[config.mk]
export PLATFORM = sky130hd
export DESIGN_NAME = shift_sequencer
export DESIGN_NICKNAME = d
export VERILOG_FILES = /design/src/rtl/generator_pkg.sv /design/src/rtl/rr_arbiter2.sv /design/src/rtl/shift_sequencer.sv
export SDC_FILE = /design/constraint.sdc
export NUM_CORES = 1
export LEC_CHECK = 0
export ABC_AREA = 1
export CAP_MARGIN = 25
export CELL_PAD_IN_SITES_DETAIL_PLACEMENT = 1
export CELL_PAD_IN_SITES_GLOBAL_PLACEMENT = 1
export CORE_MARGIN = 8
export CORE_UTILIZATION = 41
export DETAILED_ROUTE_END_ITERATION = 7
export PLACE_DENSITY = 0.78
export SYNTH_ARGS = -nofsm -noshare
export SYNTH_HDL_FRONTEND = slang
export SYNTH_SLANG_ARGS = --single-unit
[constraint.sdc]
create_clock -name CLK -period 2.7 [get_ports CLK]
set_input_delay 0.405 -clock CLK [delete_from_list [all_inputs] [get_ports CLK]]
set_output_delay 0.405 -clock CLK [all_outputs]
set_load 0.05 [all_outputs]
[src/rtl/generator_pkg.sv]
// Shared types and constants for the shift-register burst sequencer:
// FSM state encoding, default burst lengths and burst counter width.
package generator_pkg;

  typedef enum logic [1:0] {
    IDLE = 2'd0,
    DYN  = 2'd1,
    STAT = 2'd2,
    GAP  = 2'd3
  } seq_state_t;

  localparam int DEF_SIZESRDYN  = 16;
  localparam int DEF_SIZESRSTAT = 88;
  localparam int CNT_W          = 7;

  // Terminal count of a phase lasting len cycles (counter runs 0..len-1).
  function automatic logic [CNT_W-1:0] last_count(input int len);
    return CNT_W'(len - 1);
  endfunction

endpackage

[src/rtl/rr_arbiter2.sv]
// Two-requester grant logic for the burst sequencer. With SHIFT_SEQ_FIXED_PRIO_EN
// defined STAT always wins ties; otherwise ties alternate, STAT first after reset.
module rr_arbiter2 (
  input  logic CLK,
  input  logic RST_N,
  input  logic req_dyn,
  input  logic req_stat,
  input  logic update,
  output logic gnt_dyn,
  output logic gnt_stat
);

`ifdef SHIFT_SEQ_FIXED_PRIO_EN
  assign gnt_stat = req_stat;
  assign gnt_dyn  = req_dyn & ~req_stat;
`else
  // Set when DYN received the most recent grant, so STAT wins the next tie.
  logic last_dyn_reg;

  always_ff @(posedge CLK or negedge RST_N) begin
    if (!RST_N) begin
      last_dyn_reg <= 1'b1;
    end else if (update) begin
      last_dyn_reg <= gnt_dyn;
    end
  end

  assign gnt_stat = req_stat & (~req_dyn | last_dyn_reg);
  assign gnt_dyn  = req_dyn & (~req_stat | ~last_dyn_reg);
`endif

endmodule

[src/rtl/shift_sequencer.sv]
// Burst sequencer driving shift-enables for a dynamic and a static shift register,
// with forced idle gaps and abort. Tie-break mode selected by SHIFT_SEQ_FIXED_PRIO_EN.
module shift_sequencer
  import generator_pkg::*;
#(
  parameter int SIZESRDYN  = DEF_SIZESRDYN,
  parameter int SIZESRSTAT = DEF_SIZESRSTAT,
  parameter int GAP_CYCLES = 2
) (
  input  logic CLK,
  input  logic RST_N,
  input  logic REQ_DYN,
  input  logic REQ_STAT,
  input  logic ABORT,
  output logic SELDYN,
  output logic SELSTAT,
  output logic ACK_DYN,
  output logic ACK_STAT,
  output logic BIT_VALID,
  output logic BUSY
);

  localparam logic [CNT_W-1:0] DYN_LAST  = last_count(SIZESRDYN);
  localparam logic [CNT_W-1:0] STAT_LAST = last_count(SIZESRSTAT);
  localparam logic [CNT_W-1:0] GAP_LAST  = last_count(GAP_CYCLES);

  seq_state_t       state_reg, state_next;
  logic [CNT_W-1:0] cnt_reg, cnt_next;
  logic             seldyn_reg, selstat_reg, bit_valid_reg;
  logic             gnt_dyn, gnt_stat, grant_take;
  logic             ack_dyn_next, ack_stat_next;

  rr_arbiter2 u_arb (
    .CLK      (CLK),
    .RST_N    (RST_N),
    .req_dyn  (REQ_DYN),
    .req_stat (REQ_STAT),
    .update   (grant_take),
    .gnt_dyn  (gnt_dyn),
    .gnt_stat (gnt_stat)
  );

  always_comb begin
    state_next    = state_reg;
    cnt_next      = cnt_reg;
    grant_take    = 1'b0;
    ack_dyn_next  = 1'b0;
    ack_stat_next = 1'b0;
    case (state_reg)
      IDLE: begin
        cnt_next = '0;
        if (gnt_stat) begin
          state_next = STAT;
          grant_take = 1'b1;
        end else if (gnt_dyn) begin
          state_next = DYN;
          grant_take = 1'b1;
        end
      end
      DYN: begin
        if (ABORT || cnt_reg == DYN_LAST) begin
          ack_dyn_next = 1'b1;
          state_next   = GAP;
          cnt_next     = '0;
        end else begin
          cnt_next = cnt_reg + CNT_W'(1);
        end
      end
      STAT: begin
        if (ABORT || cnt_reg == STAT_LAST) begin
          ack_stat_next = 1'b1;
          state_next    = GAP;
          cnt_next      = '0;
        end else begin
          cnt_next = cnt_reg + CNT_W'(1);
        end
      end
      GAP: begin
        if (cnt_reg == GAP_LAST) begin
          state_next = IDLE;
          cnt_next   = '0;
        end else begin
          cnt_next = cnt_reg + CNT_W'(1);
        end
      end
      default: begin
        state_next = IDLE;
        cnt_next   = '0;
      end
    endcase
  end

  // Shift-enables are flopped from the next state so they line up with the burst
  // state and clear together with it on reset.
  always_ff @(posedge CLK or negedge RST_N) begin
    if (!RST_N) begin
      state_reg     <= IDLE;
      cnt_reg       <= '0;
      seldyn_reg    <= 1'b0;
      selstat_reg   <= 1'b0;
      bit_valid_reg <= 1'b0;
    end else begin
      state_reg     <= state_next;
      cnt_reg       <= cnt_next;
      seldyn_reg    <= (state_next == DYN);
      selstat_reg   <= (state_next == STAT);
      bit_valid_reg <= seldyn_reg | selstat_reg;
    end
  end

  assign SELDYN    = seldyn_reg;
  assign SELSTAT   = selstat_reg;
  assign ACK_DYN   = ack_dyn_next;
  assign ACK_STAT  = ack_stat_next;
  assign BIT_VALID = bit_valid_reg;
  assign BUSY      = (state_reg != IDLE);

endmodule

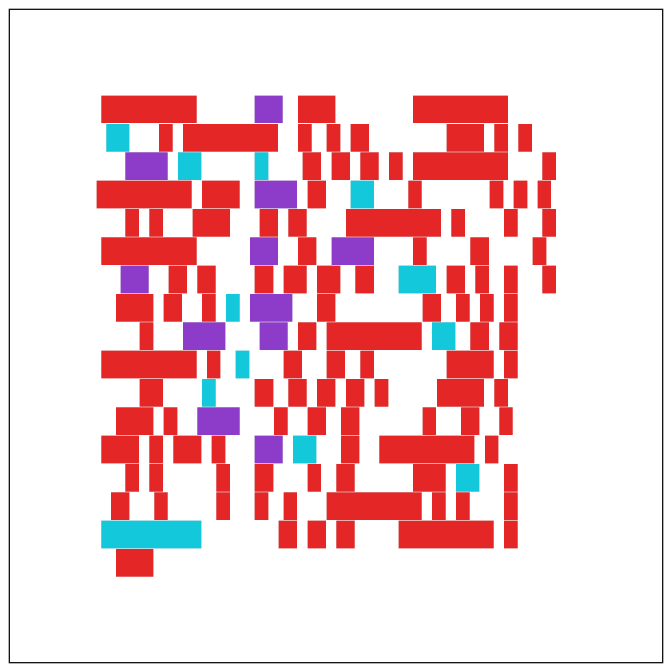
Fig. 1. Drive-strength map.
[_2 cells] cyan | cells: 12
[_3 and _4 cells] purple | cells: 11
[_0 and _1 cells] red | cells: 114
area delta synth->final: 17.0%
bufs w/o clock: 10

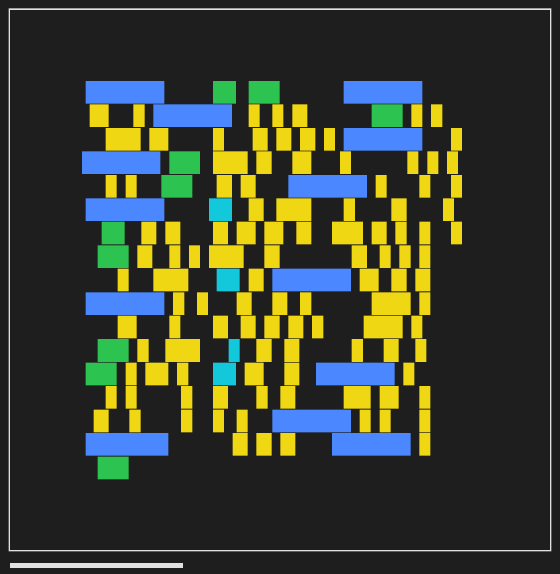
Fig. 2. Placement by cell class.
Scale bar: 20 um.
[clock drivers and dummy loads] cyan | cells: 4
[combinational and other logic] yellow | cells: 110
[sequential cells] blue | cells: 13
[remaining buffers and delay cells] green | cells: 10

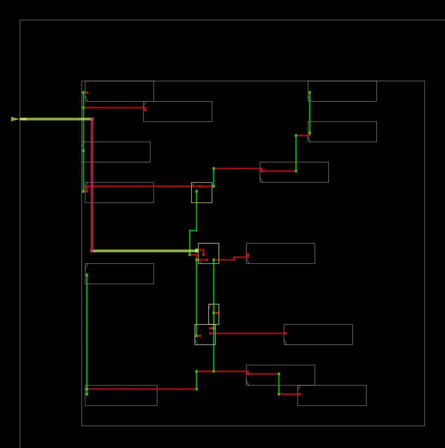
Fig. 3. Clock nets.
CLK BUF: 4
Final Skew: 0.00558 ns
Seq Cell Count: 13
clock network power: 124 uW
TritonCTS Buffers: 3

==> flow_metrics.tcl <==
# place-and-route summary
set metrics [dict create \
    status "finished clean" \
    criticalPathCategory "reg -> out" \
    p_sw_frac 0.512 \
    rsz0062_at_grt "no" \
    power_mw 1.04 \
    chipArea_sq_um 3920 \
    grt_pass1_vias 948 \
    r2r-end "cnt_reg[3]" \
    maxPowerGroup "combinational logic" \
    worst-r2r-cell-count 6 \
    fin_tns_setup_ns 0 \
    ys_warn_count 0 \
    reg2reg_slack_ns 1.22 \
    layoutNonFillerInstCount 165 \
    rows 17 \
    avgSynthCellArea_sq_um 7.17 \
    yosysTopAreaCell "dfrtp_1" \
    post-route-min-period_ns 2.18 \
    wire_per_inst_um 14.0 \
    ys_cells 124 \
    ys_types 21 \
    largest_reg_flops 7 \
    cts-hold-fix-buffers 0 \
    use_met2 0.234 \
    finalCritPeriodShare 0.809 \
    p_seq_frac 0.327 \
]
No activity file was given, so power comes from the tool's default toggle rates.
